**config.mk**
```make
export PLATFORM = sky130hd
export DESIGN_NAME = unified_mem_arbiter
export DESIGN_NICKNAME = d
export VERILOG_FILES = /design/src/rtl/unified_mem_arbiter.sv
export SDC_FILE = /design/constraint.sdc
export NUM_CORES = 1
export LEC_CHECK = 0
export CELL_PAD_IN_SITES_DETAIL_PLACEMENT = 2
export CELL_PAD_IN_SITES_GLOBAL_PLACEMENT = 2
export CORE_MARGIN = 2
export CORE_UTILIZATION = 10
export DETAILED_ROUTE_END_ITERATION = 12
export GPL_TIMING_DRIVEN = 0
export PLACE_DENSITY = 0.95
export SETUP_SLACK_MARGIN = 0.1
export SYNTH_ARGS = -nofsm -noshare
export SYNTH_HDL_FRONTEND = slang
export SYNTH_SLANG_ARGS = --single-unit
```
**constraint.sdc**
```tcl
create_clock -name clk -period 1.85 [get_ports clk]
set_input_delay 0.185 -clock clk [delete_from_list [all_inputs] [get_ports clk]]
set_output_delay 0.185 -clock clk [all_outputs]
set_load 0.005 [all_outputs]
```
**src/rtl/unified_mem_arbiter.sv**
```systemverilog
// Shares one single-port 32-bit memory between instruction fetch and data load/store.
// Build option: define ARB_ROUND_ROBIN_EN for round-robin tie-break in IDLE (default: data wins).
module unified_mem_arbiter #(
  parameter int ADDR_W = 10
) (
  input  logic              clk,
  input  logic              rst,
  input  logic              if_req,
  input  logic [31:0]       if_addr,
  output logic [31:0]       if_rdata,
  output logic              if_ready,
  input  logic              d_read,
  input  logic              d_write,
  input  logic [31:0]       d_addr,
  input  logic [31:0]       d_wdata,
  output logic [31:0]       d_rdata,
  output logic              d_ready,
  output logic              mem_en,
  output logic              mem_we,
  output logic [ADDR_W-1:0] mem_addr,
  output logic [31:0]       mem_wdata,
  input  logic [31:0]       mem_rdata
);

  typedef enum logic [1:0] {IDLE, BUSY_I, BUSY_D} state_t;

  state_t state_q, state_d;
  logic   last_d_q, last_d_d;
  logic   d_req;
  logic   grant_i, grant_d;

  assign d_req = d_read | d_write;

  // The completing requester's req is still high in its BUSY state, so only
  // the other side can be granted there.
  always_comb begin
    grant_i = 1'b0;
    grant_d = 1'b0;
    case (state_q)
      IDLE: begin
        if (if_req && d_req) begin
`ifdef ARB_ROUND_ROBIN_EN
          if (last_d_q) grant_i = 1'b1;
          else          grant_d = 1'b1;
`else
          grant_d = 1'b1;
`endif
        end else begin
          grant_i = if_req;
          grant_d = d_req;
        end
      end
      BUSY_I:  grant_d = d_req;
      BUSY_D:  grant_i = if_req;
      default: ;
    endcase
    // Reset suppresses any grant asserted in the same cycle, including writes.
    grant_i = grant_i & rst;
    grant_d = grant_d & rst;
  end

  always_comb begin
    state_d  = grant_d ? BUSY_D : (grant_i ? BUSY_I : IDLE);
    last_d_d = grant_d ? 1'b1 : (grant_i ? 1'b0 : last_d_q);
  end

  always_ff @(posedge clk or negedge rst) begin
    if (!rst) begin
      state_q  <= IDLE;
      last_d_q <= 1'b0;
    end else begin
      state_q  <= state_d;
      last_d_q <= last_d_d;
    end
  end

  assign if_ready  = (state_q == BUSY_I);
  assign d_ready   = (state_q == BUSY_D);
  assign if_rdata  = if_ready ? mem_rdata : 32'h0;
  assign d_rdata   = d_ready ? mem_rdata : 32'h0;

  assign mem_en    = grant_i | grant_d;
  assign mem_we    = grant_d & d_write;
  assign mem_addr  = grant_d ? d_addr[ADDR_W+1:2] :
                     (grant_i ? if_addr[ADDR_W+1:2] : '0);
  assign mem_wdata = grant_d ? d_wdata : 32'h0;

  // Byte offset and high address bits are intentionally ignored.
  logic unused_addr_bits;
  assign unused_addr_bits = ^{if_addr[31:ADDR_W+2], if_addr[1:0],
                              d_addr[31:ADDR_W+2], d_addr[1:0]};

endmodule
```
**Run 1: wiring by layer**

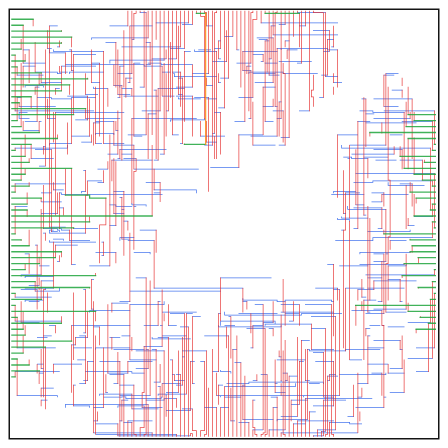
- orange: M4 (wire length 29.9 µm)
- green: M3 (wire length 623 µm)
- blue: M1 (wire length 2300 µm)
- red: M2 (wire length 4200 µm)

**Run 1: met3 routing**

Bar = 20 µm.
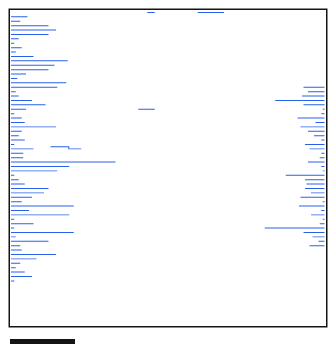
- wire length on this layer: 623 µm
- nets with wire on the layer: 101
- main direction: horizontal

**Run 1: routed clock nets over the placement**

Bar = 20 µm.
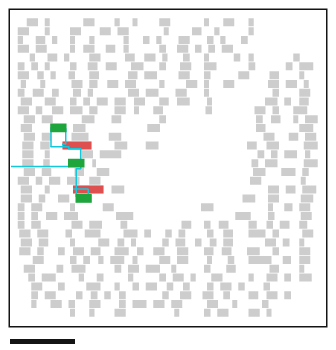
- cyan: clock wires (length 64.4 µm)
- green: clock-net drivers (count 3)
- red: flip-flops (count 2)
- routed clock nets: 4
clock group total power: 168 µW
Setup Skew: 0.000139 ns

## run 1: layout by cell type (no fill, tap or decap), drive strengths merged
cell           synthesis  final
clkbuf                 4     53
dlygate4sd3            0      1
and2                  97     97
a22o                  10     10
inv                    1      1
nor2                   2      2
clkdlybuf4s15          0     13
buf                    7     48
dlymetal6s2s           0     16
clkdlybuf4s50          0     87
dlygate4sd2            0     16
o2111a                 1      1
dfrtp                  2      2
nor3b                  1      1
and2b                  1      1
or2                    1      1
## run 1: cell type report
type	count	area (µm²)	area share, %
repair buffers	221	1940	62.8
clock buffers	3	41.3	1.34
plain buffers	10	129	4.17
multi-input cells	113	788	25.5
well taps	108	135	4.37
inverters	1	3.75	0.121
flip-flops and latches	2	51.3	1.66
==> flow_summary_export.csv, run 1 <==
group,metric,value,unit
routing,routed_via_density,3.92,
clock_network,path_clk_slew,0.03,ns
global_route,grt_pass1_wl,10500,µm
logic_synthesis,mux_share,0,%
logic_synthesis,xor_area_share,0,%
final_timing,rsz0062_at_grt,"true",
routing,wl_met3,623,µm
logic_synthesis,syn_inst,127,
worst_setup_path,crit_required,1.66,ns
final_timing,fin_crit,1.85,ns
power,ir_drop,0.000205,V
power,pwr-share-clk,20.2,%
worst_setup_path,crit_type,"reg2out",
logic_synthesis,yosys.stat.seqShare,5.71,%
logic_synthesis,simple_gate_share,73.8,%
final_timing,timing_max_transition_violations_final,0,
routing,vias,1795,
power,power.switching,231,µW
finish,top_register,"state_q",
logic_synthesis,common_cells,"and2_1, a22o_1, buf_6, clkbuf_1",
place,place_congestion,0.786,
logic_synthesis,top_cell,"and2_1",
finish,nNetsFinal,485,
clock_network,cts_max_path_buffers,2,
finish,largest_reg_flops,2,
floorplanning,io_pins,243,
place,place_inst,433,
routing,drtIter0Drc,20,
worst_setup_path,crit_arrival,1.66,ns
finish,drive_gt1_share,33.7,%
worst_setup_path,slowest_delay,0.50,ns
final_timing,tns,0,ns
logic_synthesis,top_area_cell,"and2_1",
logic_synthesis,synthFlopType,"dfrtp_1",
global_route,grt_start_max_net_pins,11,
floorplanning,die_y,97.7,µm
clock_network,hold_buffers,1,
finish,utilization,36.0,%
global_route,grt_pass1_vias,2020,
worst_setup_path,slowest_stage,"clkdlybuf4s50_1",
final_timing,hold_viol_final,0,
power,leakage,0.00175,µW
final_timing,setup_viol,0,
logic_synthesis,yosys.area_share.adder,0,%
floorplanning,chipArea,9540,µm²
worst_setup_path,startpoint,"state_q[0]$_DFF_PN0_",
clock_network,cts_resized,181,
logic_synthesis,ys_types,13,
logic_synthesis,synth_warnings,0,
final_timing,tightest_slew,0.232,ns
clock_network,cts_tree,"yes",
worst_setup_path,critPathLaunchType,"flop",
power,pg_comb,611,µW
worst_setup_path,worst-path-max-fanout,10,
worst_setup_path,rr_worst_depth,3,
floorplanning,fp-row-count,34,
worst_setup_path,crit_cells,4,
final_timing,fin_worst_hold_slack,0.484,ns
global_route,track_usage,13.6,%
outcome,status,"finished clean",
clock_network,post-cts-setup-buffers,13,
routing,detail_route.wl_per_cell,15.6,µm
logic_synthesis,ys_sh_aoi,11.3,%
worst_setup_path,rr_endpoint,"state_q[0]$_DFF_PN0_",
floorplanning,core,8590,µm²
final_timing,maxSlewHeadroom,84.5,%
logic_synthesis,top_cell_area_share,69.2,%
power,p_comb_share,73.6,%
run,cap_violations,0,
logic_synthesis,edf_count,0,
routing,wirelength,7150,µm
finish,n_fill_cell,962,
run,warnings,72,
global_route,use_met2,29.6,%
finish,diodes,0,
logic_synthesis,avgSynthCellArea,6.91,µm²
global_route,use_met3,3.81,%
global_route,antenna_found_initial,0,
power,power_switching_share,27.9,%
logic_synthesis,syn-num-nets,260,
clock_network,clock.latency.late_pin,0.21,ns
global_route,busiest_layer,"met2",
global_route,grt_util_met1,12.5,%
power,maxPowerGroup,"combinational cells",
routing,drt_first_pass_iters,2,
==> run 1 -> run 2 <==
CAP_MARGIN = 20   (was unset)
**Run 2: routed clock nets over the placement**

Bar = 20 µm.
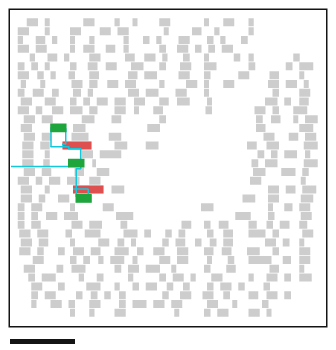
- green: clock-net drivers (count 3)
- red: flip-flops (count 2)
- cyan: clock wires (length 64.4 µm)
- routed clock nets: 4
Latency at later pin: 0.21 ns
Clk pwr share: 20.2%

**Run 2: met3 routing**

Bar = 20 µm.
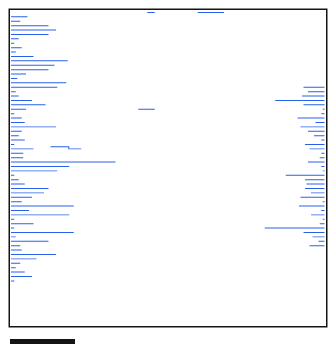
- longest straight run: 32.0 µm
- main direction: horizontal
- share of all routed wire: 8.7%
- wire length on this layer: 623 µm
Routed WL: 7150 µm
total number of vias: 1795
grt met3 use: 3.81%

==> run 2 against run 1 <==
Effect of this change: synthesized area is the same; register-to-register slack is essentially flat; highest routed layer unchanged; largest power group unchanged; routed wire length is the same; critical path type unchanged.
==> flow_summary_export.csv, run 2 <==
group,metric,value,unit
clock_network,cts_tree,"yes",
worst_setup_path,ff2ff_setup_slack,0.76,ns
logic_synthesis,yosys.stat.seqShare,5.71,%
clock_network,path_clk_slew,0.03,ns
logic_synthesis,top_area_cell,"and2_1",
logic_synthesis,syn_inst,127,
finish,seq_share,1.66,%
worst_setup_path,worst-path-max-fanout,10,
final_timing,setup_viol,0,
final_timing,rsz0062_at_grt,"true",
logic_synthesis,top_cell,"and2_1",
power,leakage,0.00175,µW
finish,nNetsFinal,485,
final_timing,hold_viol_final,0,
run,warnings,72,
power,pg_comb,611,µW
finish,comb_area_share,25.5,%
final_timing,maxSlewHeadroom,84.5,%
finish,largestClassByArea,"buffers",
finish,diodes,0,
power,power_switching_share,27.9,%
final_timing,finalClockSkew,0.000139,ns
global_route,busiest_layer,"met2",
place,place_congestion,0.786,
power,ir_drop,0.000205,V
logic_synthesis,common_cells,"and2_1, a22o_1, buf_6, clkbuf_1",
finish,n_fill_cell,962,
finish,utilization,36.0,%
clock_network,cts_max_path_buffers,2,
run,cap_violations,0,
power,maxPowerGroup,"combinational cells",
logic_synthesis,yosys.area_share.adder,0,%
finish,design.seq.count,2,
worst_setup_path,critPathLaunchType,"flop",
worst_setup_path,rr_worst_depth,3,
outcome,status,"finished clean",
logic_synthesis,synthFlopType,"dfrtp_1",
routing,drtIter0Drc,20,
finish,comb_area,788,µm²
place,place_inst,433,
logic_synthesis,ys_sh_aoi,11.3,%
worst_setup_path,rr_endpoint,"state_q[0]$_DFF_PN0_",
logic_synthesis,simple_gate_share,73.8,%
worst_setup_path,crit_arrival,1.66,ns
routing,routed_via_density,3.92,
logic_synthesis,synth_warnings,0,
final_timing,timing_max_transition_violations_final,0,
logic_synthesis,mux_share,0,%
final_timing,fin_crit,1.85,ns
worst_setup_path,slowest_stage,"clkdlybuf4s50_1",
worst_setup_path,crit_type,"reg2out",
routing,detail_route.wl_per_cell,15.6,µm
finish,buffers_excl_clock,231,
power,power.switching,231,µW
logic_synthesis,top_cell_area_share,69.2,%
floorplanning,die_y,97.7,µm
global_route,grt_pass1_wl,10500,µm
logic_synthesis,edf_count,0,
floorplanning,io_pins,243,
global_route,grt_pass1_vias,2020,
routing,wl_met3,623,µm
finish,nClkBuffers,3,
finish,logic_gate_count,113,
power,power_sequential,50.8,µW
finish,top_register,"state_q",
power,p_comb_share,73.6,%
power,powerClk,168,µW
finish,drive_gt1_share,33.7,%
finish,largest_reg_flops,2,
logic_synthesis,syn-num-nets,260,
global_route,use_met2,29.6,%
finish,final_cell_mix,"and2_1, clkdlybuf4s50_1, clkbuf_2",
finish,clockNetworkAreaShare,1.34,%
final_timing,tns,0,ns
logic_synthesis,ys_types,13,
global_route,antenna_found_initial,0,
**Run 2: close-up of the layout**

Region (29, 9) to (69, 49) µm. Cells in gray, sequential cells in the stronger gray; small squares are vias.
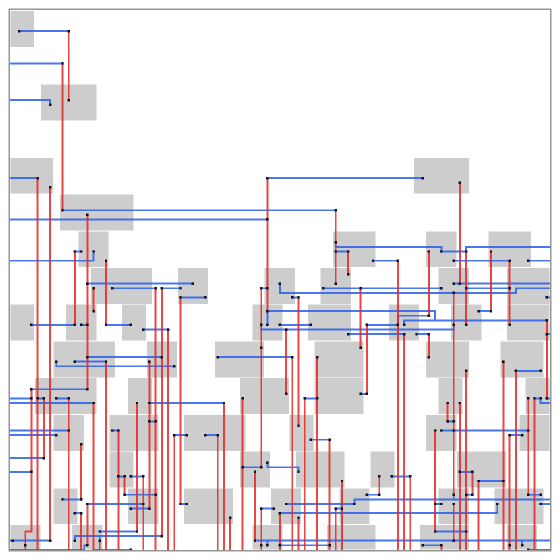
- blue: M1
- red: M2
- most frequent: and2_1 (23), clkdlybuf4s50_1 (9)
- cells with their middle in the window: 57
- sequential cells in the window: 0

run 2: cell counts in the layout (fill, tap and decap cells not counted):
Identical to the previous run, type by type.
run 2: worst max path at each step:
stage	depth (start not counted)	startpoint	slack, ns	endpoint
3_5_place_dp	5	rst	-0.50	mem_addr[5]
3_3_place_gp	6	d_write	-0.45	mem_addr[8]
6_report	4	state_q[0]$_DFF_PN0_	0.002	d_rdata[3]
5_1_grt	4	state_q[0]$_DFF_PN0_	-0.07	d_rdata[3]
4_1_cts	5	state_q[0]$_DFF_PN0_	-0.11	mem_addr[2]
2_1_floorplan	3	state_q[1]$_DFF_PN0_	0.56	mem_addr[3]
run 2: what timing repair did:
item,CTS,global route
endpoints found under the setup margin,110,79
gates cloned,2,1
pin swaps,4,8
hold buffers,1,0
hold endpoints to repair,2,0
gates resized,181,149
buffers inserted,13,7
Power is estimated from default activity; no workload was simulated.
